Fig. 1: run 1, nets reached from selected ports
Scale bar: 50 µm.
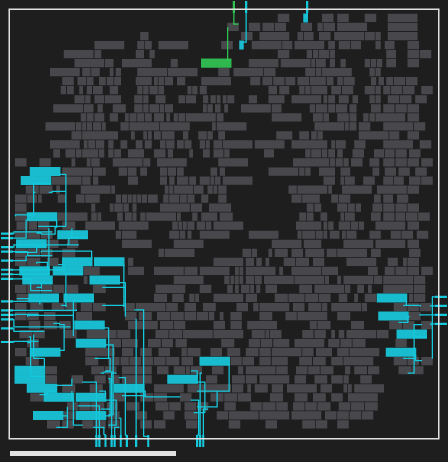
Fig. 2: run 1, where the registers sit
Scale bar: 50 µm. Other sequential cells in the stronger grey, the rest of the logic in the fainter grey.
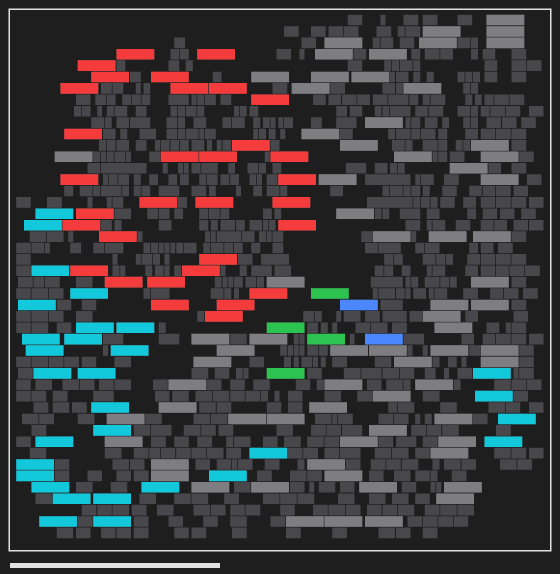
Fig. 3: run 1, logic cells by family
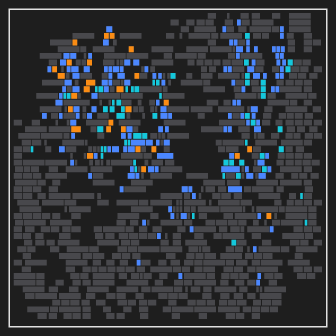
File: src/rtl/frost_mem_pkg.sv
// Shared encodings and lane helpers for the bus-side memory stage.
package frost_mem_pkg;

  typedef enum logic [1:0] {
    SZ_B = 2'b00,
    SZ_H = 2'b01,
    SZ_W = 2'b10
  } mem_size_e;

  typedef enum logic {
    ST_IDLE = 1'b0,
    ST_REQ  = 1'b1
  } mau_state_e;

  // Fetches are always words; the reserved size code 11 behaves as a word.
  function automatic mem_size_e decode_size(input logic fetch, input logic [1:0] f3_sz);
    if (fetch) return SZ_W;
    case (f3_sz)
      2'b00:   return SZ_B;
      2'b01:   return SZ_H;
      default: return SZ_W;
    endcase
  endfunction

  function automatic logic [3:0] lane_strb(input mem_size_e sz, input logic [1:0] a_lo);
    case (sz)
      SZ_B:    return 4'b0001 << a_lo;
      SZ_H:    return a_lo[1] ? 4'b1100 : 4'b0011;
      default: return 4'b1111;
    endcase
  endfunction

  function automatic logic [31:0] lane_data(input mem_size_e sz, input logic [31:0] d);
    case (sz)
      SZ_B:    return {4{d[7:0]}};
      SZ_H:    return {2{d[15:0]}};
      default: return d;
    endcase
  endfunction

  function automatic logic [31:0] load_extract(input mem_size_e sz, input logic zext,
                                               input logic [1:0] a_lo, input logic [31:0] w);
    logic [7:0]  b;
    logic [15:0] h;
    case (a_lo)
      2'd0:    b = w[7:0];
      2'd1:    b = w[15:8];
      2'd2:    b = w[23:16];
      default: b = w[31:24];
    endcase
    h = a_lo[1] ? w[31:16] : w[15:0];
    case (sz)
      SZ_B:    return zext ? {24'b0, b} : {{24{b[7]}}, b};
      SZ_H:    return zext ? {16'b0, h} : {{16{h[15]}}, h};
      default: return w;
    endcase
  endfunction

endpackage

File: src/rtl/mem_lane_align.sv
// Combinational store lane steering and load extraction/extension.
module mem_lane_align
  import frost_mem_pkg::*;
(
  input  mem_size_e   st_size,
  input  logic [1:0]  st_addr_lo,
  input  logic [31:0] st_wdata,
  output logic [3:0]  st_wstrb,
  output logic [31:0] st_wdata_lane,
  input  mem_size_e   ld_size,
  input  logic        ld_zext,
  input  logic [1:0]  ld_addr_lo,
  input  logic [31:0] ld_word,
  output logic [31:0] ld_data
);

  assign st_wstrb      = lane_strb(st_size, st_addr_lo);
  assign st_wdata_lane = lane_data(st_size, st_wdata);
  assign ld_data       = load_extract(ld_size, ld_zext, ld_addr_lo, ld_word);

endmodule

File: src/rtl/mem_access_unit.sv
// Bus-side memory stage: latches one controller request, runs a valid/ready
// bus transaction with timeout, and stalls the controller until completion.
// Optional build macro MEM_MISALIGN_TRAP_EN adds a misalign trap output.
module mem_access_unit
  import frost_mem_pkg::*;
#(
  parameter int unsigned TIMEOUT_CYCLES = 255
) (
  input  logic        clk,
  input  logic        reset,
  input  logic        mem_re,
  input  logic        mem_we,
  input  logic        inst_fetch,
  input  logic [2:0]  funct3,
  input  logic [31:0] addr,
  input  logic [31:0] wdata,
  output logic        stall,
  output logic [31:0] rdata,
  output logic        bus_err,
  output logic        bus_valid,
  output logic        bus_we,
  output logic [31:0] bus_addr,
  output logic [31:0] bus_wdata,
  output logic [3:0]  bus_wstrb,
  input  logic        bus_ready,
`ifdef MEM_MISALIGN_TRAP_EN
  input  logic [31:0] bus_rdata,
  output logic        misalign
`else
  input  logic [31:0] bus_rdata
`endif
);

  mau_state_e  state_q, state_d;
  logic [1:0]  addr_lo_q, addr_lo_d;
  mem_size_e   size_q, size_d;
  logic        zext_q, zext_d;
  logic        we_q, we_d;
  logic [31:0] bus_addr_q, bus_addr_d;
  logic [31:0] bus_wdata_q, bus_wdata_d;
  logic [3:0]  bus_wstrb_q, bus_wstrb_d;
  logic [31:0] rdata_q, rdata_d;
  logic        bus_err_q, bus_err_d;
  logic [31:0] tmo_q, tmo_d;
  logic        stall_c;
  logic        trap_c;
  logic        req;
  logic        timeout;
  mem_size_e   req_size;
  logic [3:0]  st_wstrb;
  logic [31:0] st_wdata_lane;
  logic [31:0] ld_data;

  assign req      = mem_re | mem_we;
  assign req_size = decode_size(inst_fetch, funct3[1:0]);
  // A zero limit disables the timeout entirely.
  assign timeout  = (TIMEOUT_CYCLES != 0) && (tmo_q == 32'(TIMEOUT_CYCLES - 1));

`ifdef MEM_MISALIGN_TRAP_EN
  logic misaligned;
  assign misaligned = ((req_size == SZ_H) && addr[0]) ||
                      ((req_size == SZ_W) && (addr[1:0] != 2'b00));
  assign trap_c     = (state_q == ST_IDLE) && req && misaligned;
  assign misalign   = trap_c & ~reset;
`else
  assign trap_c = 1'b0;
`endif

  mem_lane_align u_lane (
    .st_size       (req_size),
    .st_addr_lo    (addr[1:0]),
    .st_wdata      (wdata),
    .st_wstrb      (st_wstrb),
    .st_wdata_lane (st_wdata_lane),
    .ld_size       (size_q),
    .ld_zext       (zext_q),
    .ld_addr_lo    (addr_lo_q),
    .ld_word       (bus_rdata),
    .ld_data       (ld_data)
  );

  // Next-state, request latching and completion handling.
  always_comb begin
    state_d     = state_q;
    addr_lo_d   = addr_lo_q;
    size_d      = size_q;
    zext_d      = zext_q;
    we_d        = we_q;
    bus_addr_d  = bus_addr_q;
    bus_wdata_d = bus_wdata_q;
    bus_wstrb_d = bus_wstrb_q;
    rdata_d     = rdata_q;
    bus_err_d   = 1'b0;
    tmo_d       = tmo_q;
    stall_c     = 1'b0;
    case (state_q)
      ST_IDLE: begin
        if (req && !trap_c) begin
          state_d     = ST_REQ;
          addr_lo_d   = addr[1:0];
          size_d      = req_size;
          zext_d      = inst_fetch | funct3[2];
          we_d        = mem_we;
          bus_addr_d  = {addr[31:2], 2'b00};
          bus_wdata_d = st_wdata_lane;
          bus_wstrb_d = mem_we ? st_wstrb : 4'b0000;
          tmo_d       = '0;
          stall_c     = 1'b1;
        end
      end
      ST_REQ: begin
        if (bus_ready) begin
          state_d = ST_IDLE;
          if (!we_q) rdata_d = ld_data;
        end else if (timeout) begin
          state_d   = ST_IDLE;
          bus_err_d = 1'b1;
          rdata_d   = '0;
        end else begin
          tmo_d   = tmo_q + 32'd1;
          stall_c = 1'b1;
        end
      end
      default: state_d = ST_IDLE;
    endcase
  end

  // State and datapath registers; reset discards any pending request.
  always_ff @(posedge clk or posedge reset) begin
    if (reset) begin
      state_q     <= ST_IDLE;
      addr_lo_q   <= '0;
      size_q      <= SZ_B;
      zext_q      <= 1'b0;
      we_q        <= 1'b0;
      bus_addr_q  <= '0;
      bus_wdata_q <= '0;
      bus_wstrb_q <= '0;
      rdata_q     <= '0;
      bus_err_q   <= 1'b0;
      tmo_q       <= '0;
    end else begin
      state_q     <= state_d;
      addr_lo_q   <= addr_lo_d;
      size_q      <= size_d;
      zext_q      <= zext_d;
      we_q        <= we_d;
      bus_addr_q  <= bus_addr_d;
      bus_wdata_q <= bus_wdata_d;
      bus_wstrb_q <= bus_wstrb_d;
      rdata_q     <= rdata_d;
      bus_err_q   <= bus_err_d;
      tmo_q       <= tmo_d;
    end
  end

  assign bus_valid = (state_q == ST_REQ);
  assign stall     = stall_c & ~reset;
  assign bus_we    = we_q;
  assign bus_addr  = bus_addr_q;
  assign bus_wdata = bus_wdata_q;
  assign bus_wstrb = bus_wstrb_q;
  assign rdata     = rdata_q;
  assign bus_err   = bus_err_q;

endmodule
File: config.mk
export PLATFORM = sky130hd
export DESIGN_NAME = mem_access_unit
export DESIGN_NICKNAME = d
export VERILOG_FILES = /design/src/rtl/frost_mem_pkg.sv /design/src/rtl/mem_lane_align.sv /design/src/rtl/mem_access_unit.sv
export SDC_FILE = /design/constraint.sdc
export NUM_CORES = 1
export LEC_CHECK = 0
export ABC_CLOCK_PERIOD_IN_PS = 5300
export CORE_MARGIN = 1
export CORE_UTILIZATION = 44
export CTS_BUF_LIST = sky130_fd_sc_hd__clkbuf_8
export DETAILED_ROUTE_END_ITERATION = 16
export PLACE_DENSITY_LB_ADDON = 0.25
export SYNTH_ARGS = -nofsm -noshare
export SYNTH_HDL_FRONTEND = slang
export SYNTH_HIERARCHICAL = 1
export SYNTH_SLANG_ARGS = --single-unit
File: constraint.sdc
create_clock -name clk -period 5.3 [get_ports clk]
set_input_delay 1.59 -clock clk [delete_from_list [all_inputs] [get_ports clk]]
set_output_delay 1.59 -clock clk [all_outputs]
set_load 0.05 [all_outputs]
==> impl_results.rst, run 1 <==
Implementation results
======================

.. list-table::
   :header-rows: 1

   * - Metric
     - Value
   * - P_sw
     - 0.002327 W
   * - End point of the worst hold path
     - tmo_q[31]
   * - Worst setup startpoint
     - bus_ready
   * - Setup TNS Final
     - 0 ns
   * - Pin count of the biggest net entering global routing
     - 83
   * - Register Area
     - 0.003453 mm²
   * - Most used flip-flop cell
     - sky130_fd_sc_hd__dfrtp_1
   * - P_seq
     - 0.00158 W
   * - Worst slack after detailed placement
     - 0.9044 ns
   * - Worst r2r src
     - tmo_q[8]
   * - Worst EP required
     - 3.71 ns
   * - CTS Buffer Depth
     - 2
   * - Part of the power in the clock network
     - 0.174
   * - Synth top cells by count
     - sky130_fd_sc_hd__dfrtp_1, sky130_fd_sc_hd__mux2_2, sky130_fd_sc_hd__nand2_1
   * - Number of global-route vias before repair
     - 6036
   * - Final setup viols
     - 0
   * - Number of enable-type register cells in the synthesized netlist
     - 0
   * - Post-DP Area
     - 0.009206 mm²
   * - Min-Delay Path Depth
     - 1
   * - R2r setup slk
     - 2.25 ns
   * - Share of final-layout standard cells stronger than drive strength 1
     - 0.1645
   * - Number of placed cells counting well taps
     - 1029
   * - Summed standard-cell area reported by yosys
     - 0.007083 mm²
   * - Die area
     - 0.01661 mm²
   * - Amount of wire on met2 after detailed routing
     - 9.831 mm
   * - Routed vias
     - 6062
   * - Main combinational cell family by area after synthesis
     - AND-OR/OR-AND gates
   * - PnR worst setup slack
     - 0.9000 ns
   * - Worst setup path class
     - input pin to output pin
   * - Max stage delay cell, worst path
     - sky130_fd_sc_hd__clkdlybuf4s50_1
   * - Met3 Routed Length
     - 1.245 mm
   * - P&R area growth vs syn
     - 35.84%
   * - Hold path start
     - tmo_q[31]
   * - Core region area
     - 0.01577 mm²
   * - Global-route layer with the greatest usage
     - met2
   * - Switching share of power
     - 0.4498
   * - Routed wirelength normalized by instance count
     - 18.34 µm
   * - Post-cts repair resize count
     - 0
   * - Remaining routing DRC violations
     - 0
   * - Initial antenna violation count
     - 0
   * - Top-Level Pins
     - 209
   * - Cells along the critical path
     - clkdlybuf4s50_1 > nand2b_1 > nand2_1 > o21ai_2 > nor2_1 > buf_4
   * - Worst hold path class
     - flip-flop to flip-flop
   * - Vias per Instance
     - 5.708
   * - Cell taking the most area after synthesis
     - sky130_fd_sc_hd__dfrtp_1
   * - Remaining global-route overflow
     - 0
   * - Tally of yosys warning messages
     - 6
   * - Number of maximum-capacitance violations
     - 0
   * - Number of hold-slack violations in the final timing report
     - 0
   * - Cell Int Power
     - 0.002846 W
   * - Detailed placement HPWL
     - 13.61 mm
   * - Max incr delay on CP
     - 0.48 ns
   * - Power density relative to cell area
     - 537.6 mW/mm²
   * - Net total in the final layout
     - 939
   * - CTS Root Buffer Type
     - sky130_fd_sc_hd__clkbuf_8
   * - Most common logic cells in the final layout
     - sky130_fd_sc_hd__clkdlybuf4s50_1, sky130_fd_sc_hd__dfrtp_1, sky130_fd_sc_hd__mux2_2, sky130_fd_sc_hd__nand2_1, sky130_fd_sc_hd__a21oi_1
   * - Number of standard cells after synthesis
     - 650
   * - Layout Skew
     - 0.01214 ns
   * - Global-route met3 utilization
     - 0.04865
   * - Met1 global-route usage
     - 0.2966
   * - Total GRT Usage
     - 0.2442
   * - Max layer used
     - met4
   * - Die Y
     - 128.9 µm
   * - Setup crit end
     - stall
   * - Largest fanout on the critical path
     - 5
   * - Total clock buffers created by CTS
     - 17
   * - Peak supply drop
     - 0.0002678 V
   * - Fmax
     - 227.3 MHz
   * - CTS H-Tree Depth
     - 4
   * - Yosys cell types
     - 57
   * - Type of destination of the critical path
     - output pin
   * - Synth Area in Adders
     - 0.003533
   * - Xor/xnor cell area share of the yosys netlist
     - 0.002473
   * - Final instance area
     - 0.009622 mm²
   * - Per-instance average area after synthesis
     - 10.90 µm²
   * - Total Wirelength
     - 19.48 mm
   * - Number of nets with antenna violations after detailed routing
     - 0
   * - Clock Pin Slew Worst Setup and Hold Paths
     - 0.07 ns
   * - Area share of the largest cell type after synthesis
     - 0.4875
   * - First-pass iteration count of the detailed router
     - 5
   * - Number of warnings in the stage logs
     - 27
   * - Worst-case headroom to the max-slew limit
     - 0.2155
   * - Synthesized cell area
     - 0.007083 mm²
   * - Gp weighted congestion
     - 0.8550
   * - Global-route wire length before repair
     - 31.48 mm
   * - Fin crit share
     - 0.8302
   * - Leading cell type by number of instances after synthesis
     - sky130_fd_sc_hd__dfrtp_1
   * - AND/OR/NAND/NOR Cells, Area Fraction
     - 0.1143
   * - RSZ-0062 raised after global routing
     - no
   * - Worst-skew pair later-pin latency
     - 0.46 ns
   * - Global routing met2 resource utilization
     - 0.4296
   * - Power in combinational cells
     - 0.00270 W
   * - Number of placement rows
     - 46
   * - Worst reg-to-reg path cell count
     - 5
   * - Share of synthesized area occupied by flip-flops and latches
     - 0.4875
   * - Non-filler instance count after layout
     - 1062
   * - Gate power share
     - 0.521
   * - Minimum period implied by the final worst setup slack
     - 4.400 ns
   * - Outcome
     - finished clean
   * - Register bit total from synthesis
     - 138
   * - # Post-CTS Setup Buffers
     - 0
   * - Pwr Total
     - 0.005172 W
   * - Clk power
     - 0.000898 W
Notes on Fig. 1 above:
[bus_addr] cyan | bits: 32 | direction: output | edge: 14 left, 12 bottom, 4 right, 2 top | end cells: 32 | buffers: 30 | wire: 934 µm
[bus_err] green | bits: 1 | direction: output | edge: top | end cells: 1 | buffers: 1 | wire: 16.2 µm

Notes on Fig. 2 above:
[tmo_q] red | flops: 32
[bus_wstrb] green | flops: 4 | where: middle
[bus_addr] cyan | flops: 30
[addr_lo_q] blue | flops: 2

Notes on Fig. 3 above:
[NOR gates] cyan | cells: 54
[AND and OR gates] orange | cells: 27
[inverting AOI/OAI gates] blue | cells: 136

==> run 1: logic make-up after synthesis <==
kind of cell               Yosys count
xor gates and xnor gates             2
AOI/OAI and AO/OA                  181
adders and majority gates            2
DFF                                138
muxes                              109
and+or+nand+nor                    155
buffers and inverters               62
other                                1
==> run 1: cell type report <==
type	instances	area share
clock inverter	13	0.01573
tap	216	0.02809
multi-input combinational	451	0.3455
inverter	11	0.004811
clock buffer	19	0.02718
sequential	138	0.3589
timing repair buffer	213	0.2195
antenna	1	0.0002601
==> run 1: critical path: cells and delay by family <==
family,cells,cell delay (ns)
buf+inv,2,0.69
compound gates,1,0.08
simple gates,3,0.45
==> run 2, diff against run 1 <==
ABC_CLOCK_PERIOD_IN_PS = 4500   (was 5300)
CORE_UTILIZATION = 49   (was 44)
clock period = 4.5 ns   (was 5.3 ns; I/O delays follow)
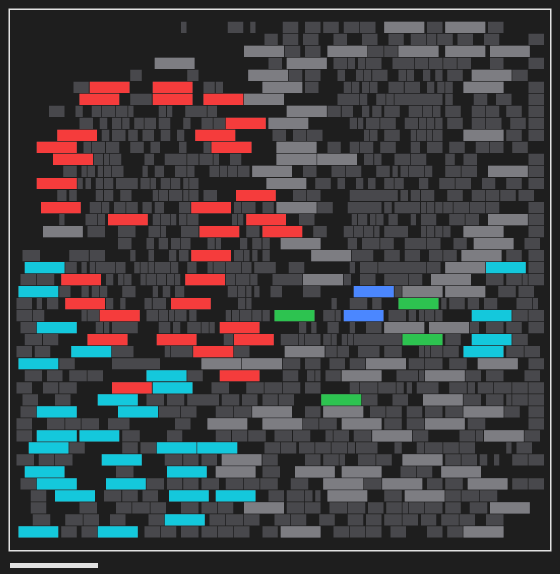
Fig. 4. Where the registers sit (run 2).
Scale bar: 20 µm. Other sequential cells in the stronger grey, the rest of the logic in the fainter grey.
[tmo_q] red | flops: 32
[bus_addr] cyan | flops: 30
[addr_lo_q] blue | flops: 2
[bus_wstrb] green | flops: 4

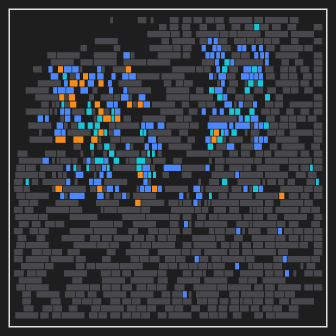
Fig. 5. Logic cells by family (run 2).
[inverting AOI/OAI gates] blue | cells: 136
[NOR gates] cyan | cells: 54
[AND and OR gates] orange | cells: 27

==> run 2 against run 1 <==
Net effect: sequential power grew 18%; critical path depth is 1 lower; hold slack better by 0.0061 ns; sequential share of layout area increased by 0.051 points; wire length fell by 5.0%; cell count shrank 3.6%; synthesized cell count is the same; combinational power up 16%; final area decreased by 0.14%; critical path type is now flip-flop to output pin; largest power group unchanged.
==> impl_results.rst, run 2 <==
Implementation results
======================

.. list-table::
   :header-rows: 1

   * - Metric
     - Value
   * - Total GRT Usage
     - 0.2570 (+0.01276)
   * - Post-cts repair resize count
     - 0 (unchanged)
   * - Yosys cell types
     - 57 (unchanged)
   * - Number of nets with antenna violations after detailed routing
     - 0 (unchanged)
   * - # Post-CTS Setup Buffers
     - 0 (unchanged)
   * - Initial antenna violation count
     - 0 (unchanged)
   * - Number of global-route vias before repair
     - 5825 (-3.5%)
   * - Worst setup path class
     - flip-flop to output pin
   * - P_sw
     - 0.002700 W (+16%)
   * - CTS H-Tree Depth
     - 4 (unchanged)
   * - CTS Buffer Depth
     - 2 (unchanged)
   * - Worst-skew pair later-pin latency
     - 0.44 ns (-0.02 ns)
   * - Die Y
     - 122.2 µm (-5.2%)
   * - Worst r2r src
     - bus_valid
   * - Fin Hold WS
     - 0.4902 ns
   * - Met1 global-route usage
     - 0.3333 (+0.03678)
   * - Detailed placement HPWL
     - 13.00 mm (-4.4%)
   * - Family with the most delay on the worst path
     - simple AND/OR/NAND/NOR gates
   * - First-pass iteration count of the detailed router
     - 5 (unchanged)
   * - Floorplan core density
     - 0.5064
   * - P_seq
     - 0.00186 W (+18%)
   * - Power density relative to cell area
     - 637.7 mW/mm² (+19%)
   * - Worst hold path class
     - flip-flop to flip-flop
   * - Synth Area in Adders
     - 0.003533 (unchanged)
   * - Global routing met2 resource utilization
     - 0.4280 (-0.001551)
   * - Final setup viols
     - 0 (unchanged)
   * - Cell Int Power
     - 0.003427 W (+20%)
   * - Xor/xnor cell area share of the yosys netlist
     - 0.002473 (unchanged)
   * - Global-route wire length before repair
     - 29.84 mm (-5.2%)
   * - Fmax
     - 255.9 MHz
   * - Largest fanout on the critical path
     - 16 (+11)
   * - Number of hold-slack violations in the final timing report
     - 0 (unchanged)
   * - Min-Delay Path Depth
     - 2 (+1)
   * - Power in combinational cells
     - 0.00314 W (+16%)
   * - Max incr delay on CP
     - 0.70 ns (+0.22 ns)
   * - Number of enable-type register cells in the synthesized netlist
     - 0 (unchanged)
   * - Most used flip-flop cell
     - sky130_fd_sc_hd__dfrtp_1
   * - R2r setup slk
     - 1.42 ns (-0.83 ns)
   * - Setup TNS Final
     - 0 ns (unchanged)
   * - Switching share of power
     - 0.4406 (-0.009175)
   * - Async set-reset flop share out of synthesis
     - 1.000
   * - Hold path start
     - bus_wstrb[1]
   * - Pin count of the biggest net entering global routing
     - 114 (+37%)
   * - Tally of yosys warning messages
     - 6 (unchanged)
   * - PnR worst setup slack
     - 0.5924 ns (-0.3076 ns)
   * - Outcome
     - finished clean
   * - Setup crit end
     - stall
   * - CTS Root Buffer Type
     - sky130_fd_sc_hd__clkbuf_8
   * - Worst setup startpoint
     - bus_valid
   * - Most common logic cells in the final layout
     - sky130_fd_sc_hd__clkdlybuf4s50_1, sky130_fd_sc_hd__dfrtp_1, sky130_fd_sc_hd__mux2_2, sky130_fd_sc_hd__nand2_1, sky130_fd_sc_hd__a21oi_1
   * - Total clock buffers created by CTS
     - 17 (unchanged)
   * - Post-DP Area
     - 0.009165 mm² (-0.45%)
   * - Gate power share
     - 0.513 (-0.008)
   * - P&R area growth vs syn
     - 35.65%
   * - WP depth
     - 5 (-1)
   * - Max stage delay cell, worst path
     - sky130_fd_sc_hd__dfrtp_1
   * - Peak supply drop
     - 0.0004038 V (+51%)
   * - Worst reg-to-reg path cell count
     - 5 (unchanged)
   * - End point of the worst hold path
     - bus_wstrb[1]
   * - Total Wirelength
     - 18.51 mm (-5.0%)
   * - Core region area
     - 0.01399 mm² (-11%)
   * - Share of synthesized area occupied by flip-flops and latches
     - 0.4875 (unchanged)
   * - Non-filler instance count after layout
     - 1024 (-3.6%)
   * - Layout Skew
     - 0.007505 ns (-0.004634 ns)
   * - Part of the power in the clock network
     - 0.183 (+0.009)
   * - Number of warnings in the stage logs
     - 30 (+11%)
   * - Remaining routing DRC violations
     - 0 (unchanged)
   * - Top-Level Pins
     - 209 (unchanged)
   * - Vias per Instance
     - 5.820 (+2.0%)
   * - Number of placement rows
     - 43 (-6.5%)
   * - Net total in the final layout
     - 938 (-0.11%)
   * - Final instance area
     - 0.009608 mm² (-0.14%)
   * - Top power group
     - combinational cells
   * - Per-instance average area after synthesis
     - 10.90 µm² (unchanged)
   * - Remaining global-route overflow
     - 0 (unchanged)
   * - Clock Pin Slew Worst Setup and Hold Paths
     - 0.07 ns (about the same)
   * - RSZ-0062 raised after global routing
     - no
   * - Routed vias
     - 5960 (-1.7%)
   * - Die area
     - 0.01494 mm² (-10%)
   * - Worst-case headroom to the max-slew limit
     - 0.2561 (+0.04056)
   * - Cells along the critical path
     - or4bb_1 > or4_4 > o21ai_2 > nor2_1 > buf_4
   * - Leading cell type by number of instances after synthesis
     - sky130_fd_sc_hd__dfrtp_1
   * - Worst EP required
     - 3.15 ns (-0.56 ns)
   * - Number of maximum-capacitance violations
     - 0 (unchanged)
   * - AND/OR/NAND/NOR Cells, Area Fraction
     - 0.1143 (unchanged)
   * - Type of destination of the critical path
     - output pin
   * - Pwr Total
     - 0.006127 W (+18%)
   * - Area share of the largest cell type after synthesis
     - 0.4875 (unchanged)
   * - Worst slack after detailed placement
     - 0.6096 ns (-0.2948 ns)
   * - Synthesized cell area
     - 0.007083 mm² (unchanged)
   * - Share of final-layout standard cells stronger than drive strength 1
     - 0.1637 (-0.0007960)
   * - Number of cells in the yosys synthesis report
     - 650
   * - Number of standard cells after synthesis
     - 650 (unchanged)
   * - Worst Path Buf+Inv
     - 1 (-1)
   * - Number of placed cells counting well taps
     - 992 (-3.6%)
   * - Fin crit share
     - 0.8684
   * - Synth top cells by count
     - sky130_fd_sc_hd__dfrtp_1, sky130_fd_sc_hd__mux2_2, sky130_fd_sc_hd__nand2_1
   * - Clk power
     - 0.00112 W (+25%)
   * - Leak pwr
     - 3.944 nW
   * - Main combinational cell family by area after synthesis
     - AND-OR/OR-AND gates
   * - Summed standard-cell area reported by yosys
     - 0.007083 mm² (unchanged)
   * - Minimum period implied by the final worst setup slack
     - 3.908 ns
   * - Register bit total from synthesis
     - 138 (unchanged)
   * - Gp weighted congestion
     - 0.8810 (+3.0%)
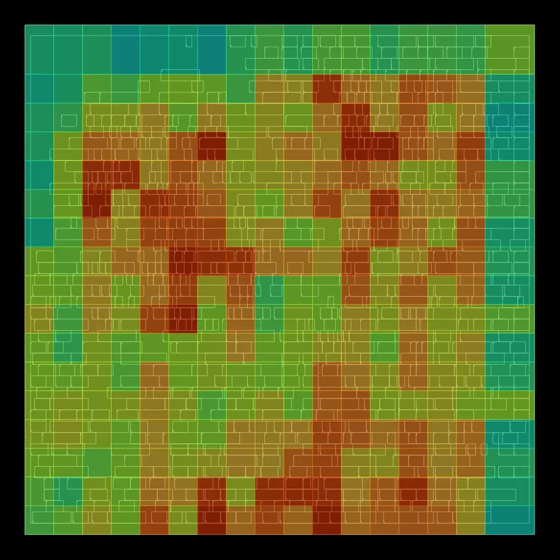
Fig. 6. Congestion heat map (run 2).
core utilization of the finished layout: 0.6869
routed wirelength normalized by instance count: 18.07 µm
global-route met3 utilization: 0.04972
global-route layer with the greatest usage: met2

[run 2: cell counts after synthesis]
No cell type changed its count.
[run 2: per-layer routing]
layer  wire [µm]  up-vias
li1            -     2762
met1        7937     2947
met2        9121      219
met3        1064       32
met4         382        0
met5           0        -
[run 2: final cells by class]
type / instances / area, µm²
clock inverter: 14 / 206.4
fill: 1046 / 4380
timing repair buffer: 212 / 2117
tap: 180 / 225.2
clock buffer: 17 / 234.0
multi-input combinational: 451 / 3324
sequential: 138 / 3453
antenna: 1 / 2.502
inverter: 11 / 45.04
[run 2: worst register-to-register path, delay by kind of cell (launching register included)]
kind / cells / cell delay (ns)
AND/OR/NAND/NOR: 3 / 1.65
AND-OR/OR-AND: 2 / 0.62
flip-flops: 1 / 0.70
==> run 3, diff against run 2 <==
CORE_MARGIN = 4   (was 1)
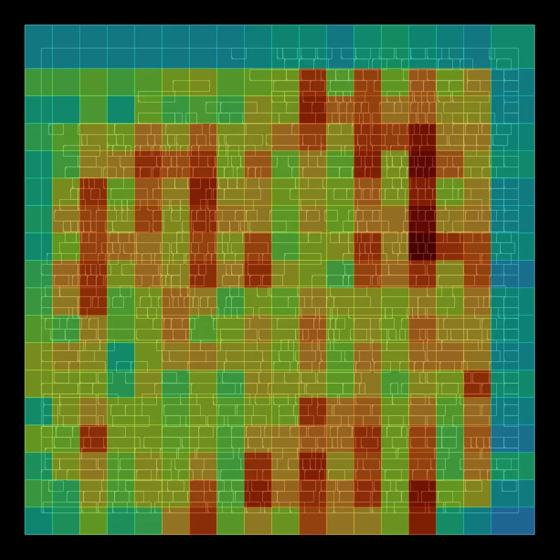
Fig. 7. Congestion heat map (run 3).
routed wirelength normalized by instance count: 18.86 µm
core utilization of the finished layout: 0.6832
met1 global-route usage: 0.3097
global-route met3 utilization: 0.06208
global routing met2 resource utilization: 0.3782

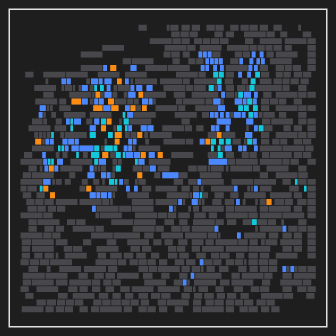
Fig. 8. Logic cells by family (run 3).
[AND and OR gates] orange | cells: 27
[inverting AOI/OAI gates] blue | cells: 136
[NOR gates] cyan | cells: 54

==> run 3 against run 2 <==
Net effect: clock-buffer cell count rose by 1; largest cell class unchanged; combinational power barely moved; fmax fell by 1.6%; cell count rose by 0.20%.
==> impl_results.rst, run 3 <==
Implementation results
======================

.. list-table::
   :header-rows: 1

   * - Metric
     - Value
   * - Outcome
     - finished clean
   * - Number of global-route vias before repair
     - 5760 (-1.1%)
   * - Summed standard-cell area reported by yosys
     - 0.007083 mm² (unchanged)
   * - Register Area
     - 0.003453 mm² (unchanged)
   * - Hold path start
     - bus_wstrb[3]
   * - Met3 Routed Length
     - 1.392 mm (+31%)
   * - Worst EP required
     - 3.15 ns (about the same)
   * - Non-filler instance count after layout
     - 1026 (+0.20%)
   * - Filler cell count
     - 994 (-5.0%)
   * - Most used flip-flop cell
     - sky130_fd_sc_hd__dfrtp_1
   * - Cell Int Power
     - 0.003388 W (-1.1%)
   * - Global-route wire length before repair
     - 30.70 mm (+2.9%)
   * - Remaining routing DRC violations
     - 0 (unchanged)
   * - Area share of the largest cell type after synthesis
     - 0.4875 (unchanged)
   * - Core region area
     - 0.01404 mm² (+0.38%)
   * - CTS Root Buffer Type
     - sky130_fd_sc_hd__clkbuf_8
   * - Initial antenna violation count
     - 0 (unchanged)
   * - Die outline width
     - 128.2 µm
   * - Share of synthesized area occupied by flip-flops and latches
     - 0.4875 (unchanged)
   * - P_seq
     - 0.00189 W (about the same)
   * - Detailed placement HPWL
     - 13.77 mm (+5.9%)
   * - Power density relative to cell area
     - 636.6 mW/mm² (-0.17%)
   * - Share of final-layout standard cells stronger than drive strength 1
     - 0.1667 (+0.002966)
   * - Clock Pin Slew Worst Setup and Hold Paths
     - 0.07 ns (about the same)
   * - Minimum period implied by the final worst setup slack
     - 3.972 ns (+0.06420 ns)
   * - Layout Skew
     - 0.01159 ns (+0.004083 ns)
   * - Post-cts repair resize count
     - 0 (unchanged)
   * - R2r setup slk
     - 1.36 ns (-0.06 ns)
   * - Leading cell type by number of instances after synthesis
     - sky130_fd_sc_hd__dfrtp_1
   * - Number of hold-slack violations in the final timing report
     - 0 (unchanged)
   * - Leak pwr
     - 3.950 nW (+0.16%)
   * - Net total in the final layout
     - 940 (+0.21%)
   * - Detailed-route wire length on metal 1
     - 8.111 mm (+2.2%)
   * - P&R area growth vs syn
     - 35.45%
   * - Amount of wire on met2 after detailed routing
     - 9.441 mm (+3.5%)
   * - Switching share of power
     - 0.4453 (+0.004658)
   * - Total GRT Usage
     - 0.2355 (-0.02149)
   * - Multi-input gate area
     - 0.003324 mm² (unchanged)
   * - Clk power
     - 0.00109 W (about the same)
   * - Per-instance average area after synthesis
     - 10.90 µm² (unchanged)
   * - Tally of yosys warning messages
     - 6 (unchanged)
   * - # Post-CTS Setup Buffers
     - 0 (unchanged)
   * - Worst setup path class
     - input pin to output pin
   * - Number of warnings in the stage logs
     - 27 (-10%)
   * - Most common logic cells in the final layout
     - sky130_fd_sc_hd__clkdlybuf4s50_1, sky130_fd_sc_hd__dfrtp_1, sky130_fd_sc_hd__mux2_2, sky130_fd_sc_hd__nand2_1, sky130_fd_sc_hd__a21oi_1
   * - CTS Buffer Depth
     - 2 (unchanged)
   * - Type of destination of the critical path
     - output pin
   * - Synth Area in Adders
     - 0.003533 (unchanged)
   * - Routed vias
     - 5972 (+0.20%)
   * - First-pass iteration count of the detailed router
     - 5 (unchanged)
   * - Remaining global-route overflow
     - 0 (unchanged)
   * - Pin count of the biggest net entering global routing
     - 79 (-31%)
   * - AND/OR/NAND/NOR Cells, Area Fraction
     - 0.1143 (unchanged)
   * - Diode insertion count for antenna repair
     - 0 (-1)
   * - Number of placement rows
     - 43 (unchanged)
   * - Worst-case headroom to the max-slew limit
     - 0.2406 (-0.01547)
   * - Largest fanout on the critical path
     - 5 (-11)
   * - Top-Level Pins
     - 209 (unchanged)
   * - Total Wirelength
     - 19.35 mm (+4.6%)
   * - Number of nets with antenna violations after detailed routing
     - 0 (unchanged)
   * - End point of the worst hold path
     - bus_wstrb[3]
   * - Synth top cells by count
     - sky130_fd_sc_hd__dfrtp_1, sky130_fd_sc_hd__mux2_2, sky130_fd_sc_hd__nand2_1
   * - Worst hold path class
     - flip-flop to flip-flop
   * - Gp weighted congestion
     - 0.8585 (-2.6%)
   * - Synthesized cell area
     - 0.007083 mm² (unchanged)
   * - Family with the most delay on the worst path
     - buffers and inverters
   * - Main combinational cell family by area after synthesis
     - AND-OR/OR-AND gates
   * - Number of standard cells after synthesis
     - 650 (unchanged)
   * - Max layer used
     - met4
   * - Worst r2r src
     - bus_valid
   * - Number of maximum-capacitance violations
     - 0 (unchanged)
   * - Starting DRT DRC Count
     - 678
   * - Yosys cell types
     - 57 (unchanged)
   * - P_sw
     - 0.002720 W (+0.74%)
   * - Max stage delay cell, worst path
     - sky130_fd_sc_hd__clkdlybuf4s50_1
   * - CTS H-Tree Depth
     - 4 (unchanged)
   * - Min-Delay Path Depth
     - 2 (unchanged)
   * - Xor/xnor cell area share of the yosys netlist
     - 0.002473 (unchanged)
   * - Number of enable-type register cells in the synthesized netlist
     - 0 (unchanged)
   * - Cells along the critical path
     - clkdlybuf4s50_1 > nand2b_1 > nand2_1 > o21ai_2 > nor2_1 > buf_4
   * - Floorplan core density
     - 0.5044 (-0.001940)
   * - Number of cells in the yosys synthesis report
     - 650 (unchanged)
   * - RSZ-0062 raised after global routing
     - no
   * - Final setup viols
     - 0 (unchanged)
   * - Worst reg-to-reg path cell count
     - 5 (unchanged)
   * - Setup TNS Final
     - 0 ns (unchanged)
   * - Fin crit share
     - 0.8826 (+0.01427)
   * - Fmax
     - 251.8 MHz (-1.6%)
   * - Vias per Instance
     - 5.821 (about the same)
   * - Top power group
     - combinational cells
   * - Power in combinational cells
     - 0.00313 W (about the same)
   * - Async set-reset flop share out of synthesis
     - 1.000 (unchanged)
   * - WP depth
     - 6 (+1)
   * - Global-route layer with the greatest usage
     - met2
   * - Peak supply drop
     - 0.0003532 V (-13%)
   * - Setup crit end
     - stall
   * - Register bit total from synthesis
     - 138 (unchanged)
   * - Gate power share
     - 0.513 (about the same)
   * - Die Y
     - 128.2 µm (+4.9%)
   * - Number of placed cells counting well taps
     - 994 (+0.20%)
   * - Total clock buffers created by CTS
     - 17 (unchanged)
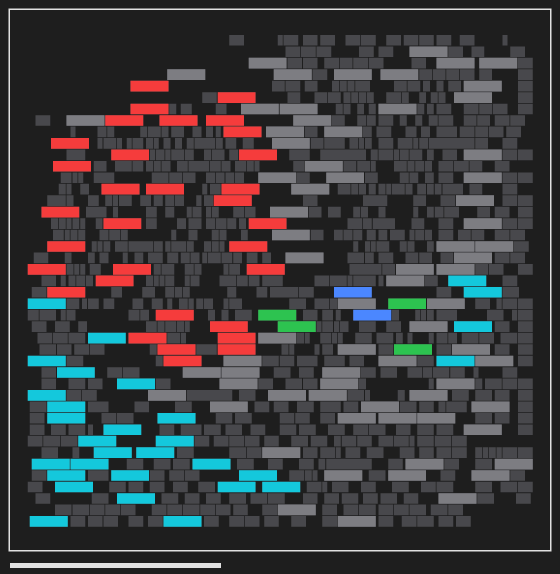
Fig. 9. Where the registers sit (run 3).
Scale bar: 50 µm. Other sequential cells in the stronger grey, the rest of the logic in the fainter grey.
[bus_wstrb] green | flops: 4
[addr_lo_q] blue | flops: 2
[bus_addr] cyan | flops: 30
[tmo_q] red | flops: 32

==> run 3: metrics by stage <==
step	hold WS, ns	area, µm²	utilization	power [W]	setup slack (ns)
after floorplan	0.4380	7091	-	0.004011	0.6125
after global placement	0.4612	9168	0.6529	0.004974	0.5916
after detailed placement	0.4713	9168	0.6529	0.005041	0.5455
after CTS	0.4887	9594	0.6832	0.006140	0.5277
after global routing	0.5003	9594	0.6832	0.006377	0.4194
final	0.4843	9594	0.6832	0.006108	0.5282
==> run 3: area by class of cell <==
| cell class | instances | area share |
|---|---|---|
| sequential | 138 | 0.3599 |
| timing repair buffer | 214 | 0.2209 |
| multi-input combinational | 451 | 0.3465 |
| clock inverter | 14 | 0.01865 |
| tap | 180 | 0.02347 |
| inverter | 11 | 0.004695 |
| clock buffer | 18 | 0.02582 |

==> screenshots <==
A small window of the routed layout.
shot_01.png
Scale bar: 10 µm. Window x 20 to 45, y 20 to 45 µm. Cells in grey, sequential cells in the stronger grey; small squares are vias.
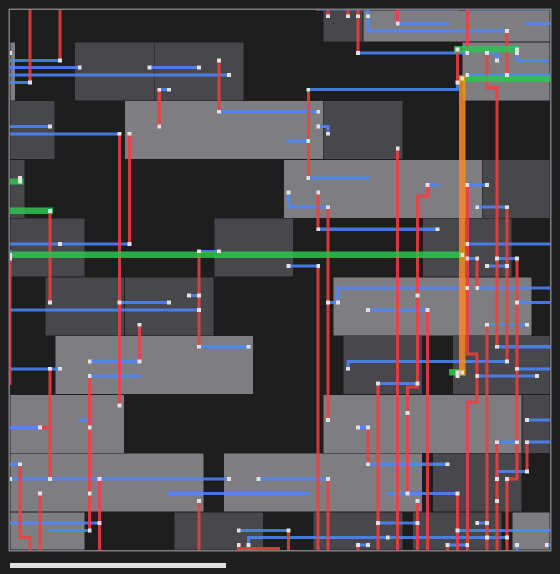
shot_02.png
Scale bar: 10 µm. Window x 20 to 45, y 20 to 45 µm. Cells in grey, sequential cells in the stronger grey; small squares are vias.
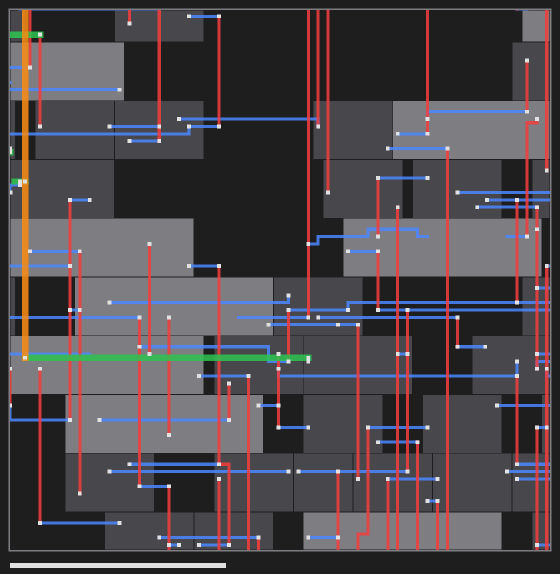
shot_03.png
Scale bar: 10 µm. Window x 18 to 43, y 18 to 43 µm. Cells in grey, sequential cells in the stronger grey; small squares are vias.
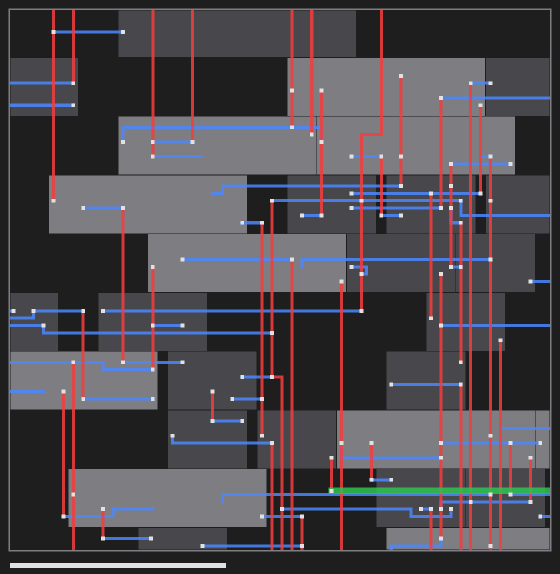
shot_01.png comes from run 3.
shot_02.png comes from run 1.
shot_03.png comes from run 2.

Key to shot_01.png:
[met1] blue
[met2] red
[met4] orange
[met3] green
cells with their middle in the window: 25
most frequent: dfrtp_1 (9), mux2_2 (7), clkdlybuf4s50_1 (6)
netlist names of flops here include: bus_addr (7)
sequential cells in the window: 9

Power figures rest on the tool's default switching activity, not on a simulated workload.
